`src/rtl/gpio_apb_regbank.sv`:
```
// APB slave register bank for the expander GPIO pins: direction, output data,
// synchronised inputs and per-pin edge interrupts.
module gpio_apb_regbank #(
    parameter int DATA_WIDTH = 8,
    parameter int ADDR_WIDTH = 3
) (
    input  logic                  pclk,
    input  logic                  preset,
    input  logic                  psel,
    input  logic                  penable,
    input  logic                  pwrite,
    input  logic [ADDR_WIDTH-1:0] paddr,
    input  logic [DATA_WIDTH-1:0] pwdata,
    output logic [DATA_WIDTH-1:0] prdata,
    output logic                  pready,
    input  logic [DATA_WIDTH-1:0] gpio_in,
    output logic [DATA_WIDTH-1:0] gpio_out,
    output logic [DATA_WIDTH-1:0] gpio_oe,
    output logic                  irq
);

    typedef enum logic [1:0] {
        ST_IDLE,
        ST_SETUP,
        ST_WAIT,
        ST_DONE
    } state_t;

    state_t                  state;
    logic                    xfer_write;
    logic [ADDR_WIDTH-1:0]   xfer_addr;
    logic [DATA_WIDTH-1:0]   xfer_data;

    logic [DATA_WIDTH-1:0]   dir_reg;
    logic [DATA_WIDTH-1:0]   out_reg;
    logic [DATA_WIDTH-1:0]   rise_ie;
    logic [DATA_WIDTH-1:0]   fall_ie;
    logic [DATA_WIDTH-1:0]   istat;
    logic [DATA_WIDTH-1:0]   sync_q;
    logic [DATA_WIDTH-1:0]   in_s;
    logic [DATA_WIDTH-1:0]   in_d;

    logic                    commit;
    logic [DATA_WIDTH-1:0]   clr;
    logic [DATA_WIDTH-1:0]   rise;
    logic [DATA_WIDTH-1:0]   fall;
    logic [DATA_WIDTH-1:0]   rd_data;

    assign gpio_out = out_reg;
    assign gpio_oe  = dir_reg;

    // Writes use the address/data latched in WAIT and take effect on the edge leaving DONE.
    assign commit = (state == ST_DONE) && xfer_write;
    assign clr    = (commit && xfer_addr == ADDR_WIDTH'(5)) ? xfer_data : '0;
    assign rise   = in_s & ~in_d & ~dir_reg;
    assign fall   = ~in_s & in_d & ~dir_reg;

    always_comb begin
        rd_data = '0;
        case (paddr)
            ADDR_WIDTH'(0): rd_data = dir_reg;
            ADDR_WIDTH'(1): rd_data = out_reg;
            ADDR_WIDTH'(2): rd_data = in_s;
            ADDR_WIDTH'(3): rd_data = rise_ie;
            ADDR_WIDTH'(4): rd_data = fall_ie;
            ADDR_WIDTH'(5): rd_data = istat;
            default:        rd_data = '0;
        endcase
    end

    always_ff @(posedge pclk) begin
        if (preset) begin
            state      <= ST_IDLE;
            xfer_write <= 1'b0;
            xfer_addr  <= '0;
            xfer_data  <= '0;
            pready     <= 1'b0;
            prdata     <= '0;
            dir_reg    <= '0;
            out_reg    <= '0;
            rise_ie    <= '0;
            fall_ie    <= '0;
            istat      <= '0;
            irq        <= 1'b0;
            sync_q     <= '0;
            in_s       <= '0;
            in_d       <= '0;
        end else begin
            pready <= 1'b0;
            prdata <= '0;
            case (state)
                ST_IDLE: begin
                    if (psel && !penable) state <= ST_SETUP;
                end
                ST_SETUP: begin
                    if (!psel)        state <= ST_IDLE;
                    else if (penable) state <= ST_WAIT;
                end
                ST_WAIT: begin
                    if (psel && penable) begin
                        state      <= ST_DONE;
                        pready     <= 1'b1;
                        prdata     <= pwrite ? '0 : rd_data;
                        xfer_write <= pwrite;
                        xfer_addr  <= paddr;
                        xfer_data  <= pwdata;
                    end else begin
                        state <= ST_IDLE;
                    end
                end
                default: state <= ST_IDLE;
            endcase

            if (commit) begin
                case (xfer_addr)
                    ADDR_WIDTH'(0): dir_reg <= xfer_data;
                    ADDR_WIDTH'(1): out_reg <= xfer_data;
                    ADDR_WIDTH'(3): rise_ie <= xfer_data;
                    ADDR_WIDTH'(4): fall_ie <= xfer_data;
                    ADDR_WIDTH'(6): out_reg <= out_reg | xfer_data;
                    ADDR_WIDTH'(7): out_reg <= out_reg & ~xfer_data;
                    default: ;
                endcase
            end

            // Fresh edges are OR-ed in after the clear, so set wins on a collision.
            istat  <= (istat & ~clr) | (rise & rise_ie) | (fall & fall_ie);
            irq    <= |istat;
            sync_q <= gpio_in;
            in_s   <= sync_q;
            in_d   <= in_s;
        end
    end

endmodule

```
`config.mk`:
```
export PLATFORM = sky130hd
export DESIGN_NAME = gpio_apb_regbank
export DESIGN_NICKNAME = d
export VERILOG_FILES = /design/src/rtl/gpio_apb_regbank.sv
export SDC_FILE = /design/constraint.sdc
export NUM_CORES = 1
export LEC_CHECK = 0
export ABC_AREA = 1
export CAP_MARGIN = 20
export CORE_MARGIN = 2
export CORE_UTILIZATION = 40
export CTS_BUF_LIST = sky130_fd_sc_hd__clkbuf_16
export CTS_CLUSTER_SIZE = 28
export DETAILED_ROUTE_END_ITERATION = 6
export DONT_BUFFER_PORTS = 1
export PLACE_DENSITY = 0.58
export SYNTH_ARGS = -nofsm -noshare
export SYNTH_HDL_FRONTEND = slang
export SYNTH_SLANG_ARGS = --single-unit
```
`constraint.sdc`:
```
create_clock -name pclk -period 2.5 [get_ports pclk]
set_input_delay 0.5 -clock pclk [delete_from_list [all_inputs] [get_ports pclk]]
set_output_delay 0.5 -clock pclk [all_outputs]
set_load 0.02 [all_outputs]
```
Routed metal, one color a layer:
Scale bar: 20 um.
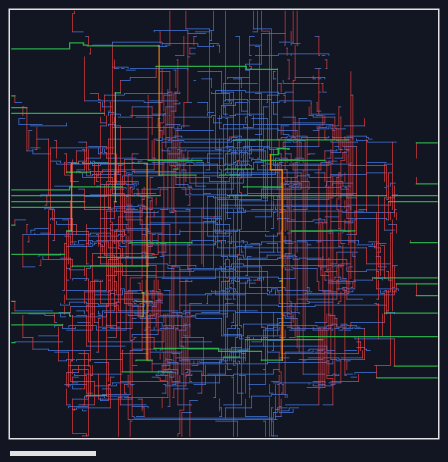
- metal 3: green (wire length 652 um)
- metal 2: red (wire length 4450 um)
- metal 4: orange (wire length 172 um)
- metal 1: blue (wire length 4070 um)

A small window of the routed layout:
Region (35, 35) to (65, 65) um. Cells in gray, sequential cells in the stronger gray; small squares are vias.
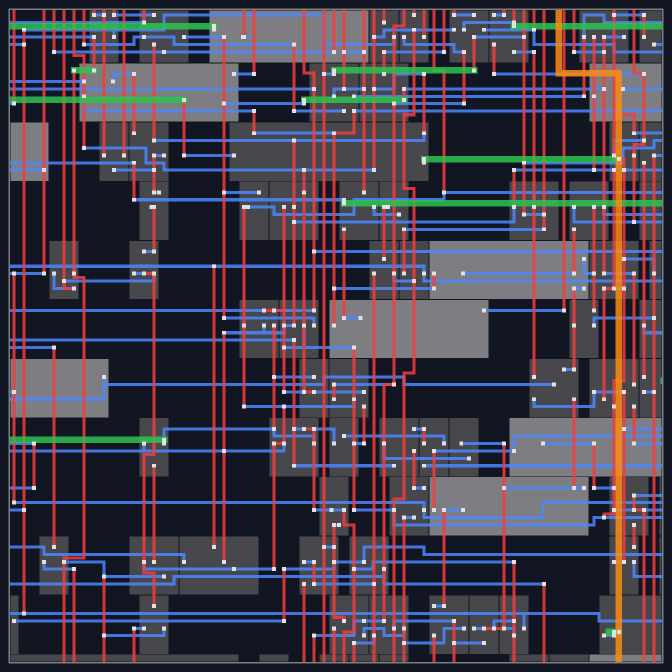
- metal 1: blue
- metal 4: orange
- metal 2: red
- metal 3: green
- netlist names of flops here include: istat (5), prdata (2)
- sequential cells in the window: 7
- cells with their middle in the window: 64
- most frequent: nand2_1 (17), a21oi_1 (8), dfxtp_1 (7)

Clock nets:
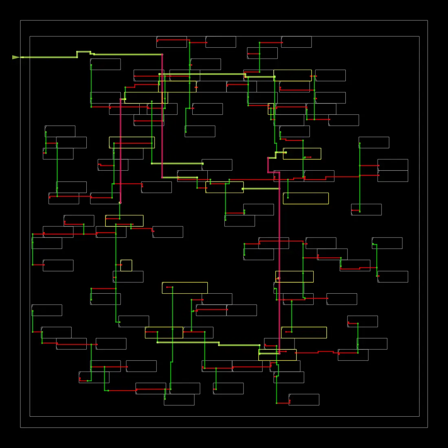
layout clock buffer count: 9
flop count: 88
total CTS buffers: 9
largest clock skew in the final design: 5.29 ps

I/O nets highlighted:
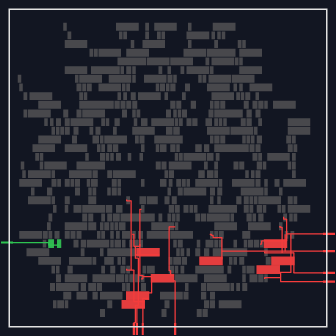
- gpio_out: red (direction output; end cells 8; buffers 0; wire 315 um)
- pwrite: green (direction input; end cells 2; buffers 0; wire 15.9 um)

Cell sizes after repair:
Scale bar: 20 um.
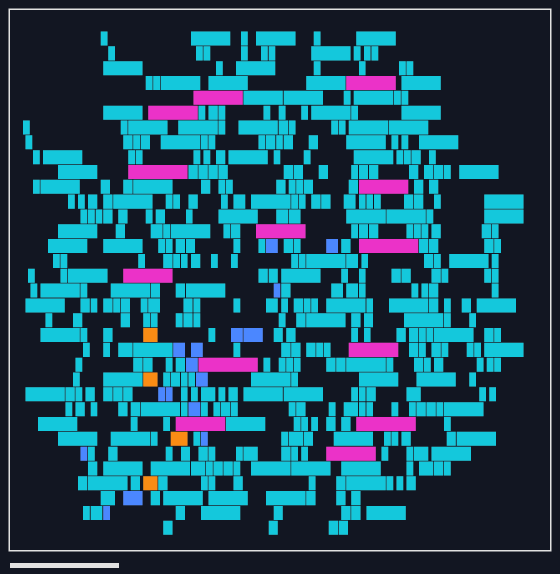
- _2 cells: blue (cells 16)
- _3 and _4 cells: orange (cells 4)
- _0 and _1 cells: cyan (cells 465)
- _6 and larger: magenta (cells 13)

==> ds_physical_params.txt <==
Summary of implementation characteristics

Parameter                              Value

Finish
  Register area    1760 sq um
  Cell type taking the most area    sequential cells
  Area of the multi-input gates    between 1000 and 1500 sq um
  Non-clock inverter count    66
  Number of fillers in the final layout    885
  Layout buffering overhead excluding clock cells    less than 1%

Worst setup path
  Cells along the critical path    nand4_1 -> nand3b_1 -> a21oi_1
  Largest fanout on the critical path    11
  R2r endpoint    prdata[6]$_SDFF_PP0_
  Crit path from    state[1]$_SDFFE_PP0P_

Clock tree
  Worst-path clk slew    60 ps
  Post-cts gate resize count    0
  H-tree depth reported by CTS    3
  Count of buffers added by post-CTS timing repair for setup    0

Logic synthesis
  Dominant cell type by area after synthesis    dfxtp_1
  Post-synthesis share of cell area spent on full adders, half adders and majority gates    0%
  Logic family by area    simple AND/OR/NAND/NOR gates

Status
  Run status    finished, final reports clean

Detailed routing
  Remaining DRCs    0

Floorplan
  Chip Footprint    roughly 9800 sq um

Global routing
  Number of global-route vias before repair    2957

Placement
  Half-perimeter wire length after placement    6450 um

STA
  FMAX    655 MHz
  Final Cycle Share    61.1%

Min path
  Worst hold path class    primary input to flip-flop
  Cell depth of the worst min-delay path    1
  Hold wc startpoint    preset

Power and ir drop
  Power in sequential cells    0.00145 W
layer usage:
| metal | part of all wire [%] | global-route usage (%) | vias to the layer above |
|---|---|---|---|
| met3 | 7.0 | 5.82 | 14 |
| met2 | 48 | 32.9 | 85 |
| li1 | - | - | 1591 |
| met1 | 44 | 24.4 | 1464 |
| met5 | 0 | 0 | - |
| met4 | 1.8 | 8.11 | 0 |
flip-flops by register name (all words and copies together), names as in the netlist, 2 cells and up:
signal     cells
prdata         8
fall_ie        8
in_d           8
xfer_addr      3
gpio_oe        8
state          2
xfer_data      8
rise_ie        8
istat          8
in_s           8
sync_q         8
gpio_out       8
synth_stat cells (all sizes together):
cell	count
nand2	98
dfxtp	88
a21oi	65
inv	65
nor2	64
o21ai	42
nand3	35
buf	18
nand3b	10
nand4	9
clkbuf	2
nor4	2
clkinv	1
nor3	1
Power figures rest on the tool's default switching activity, not on a simulated workload.
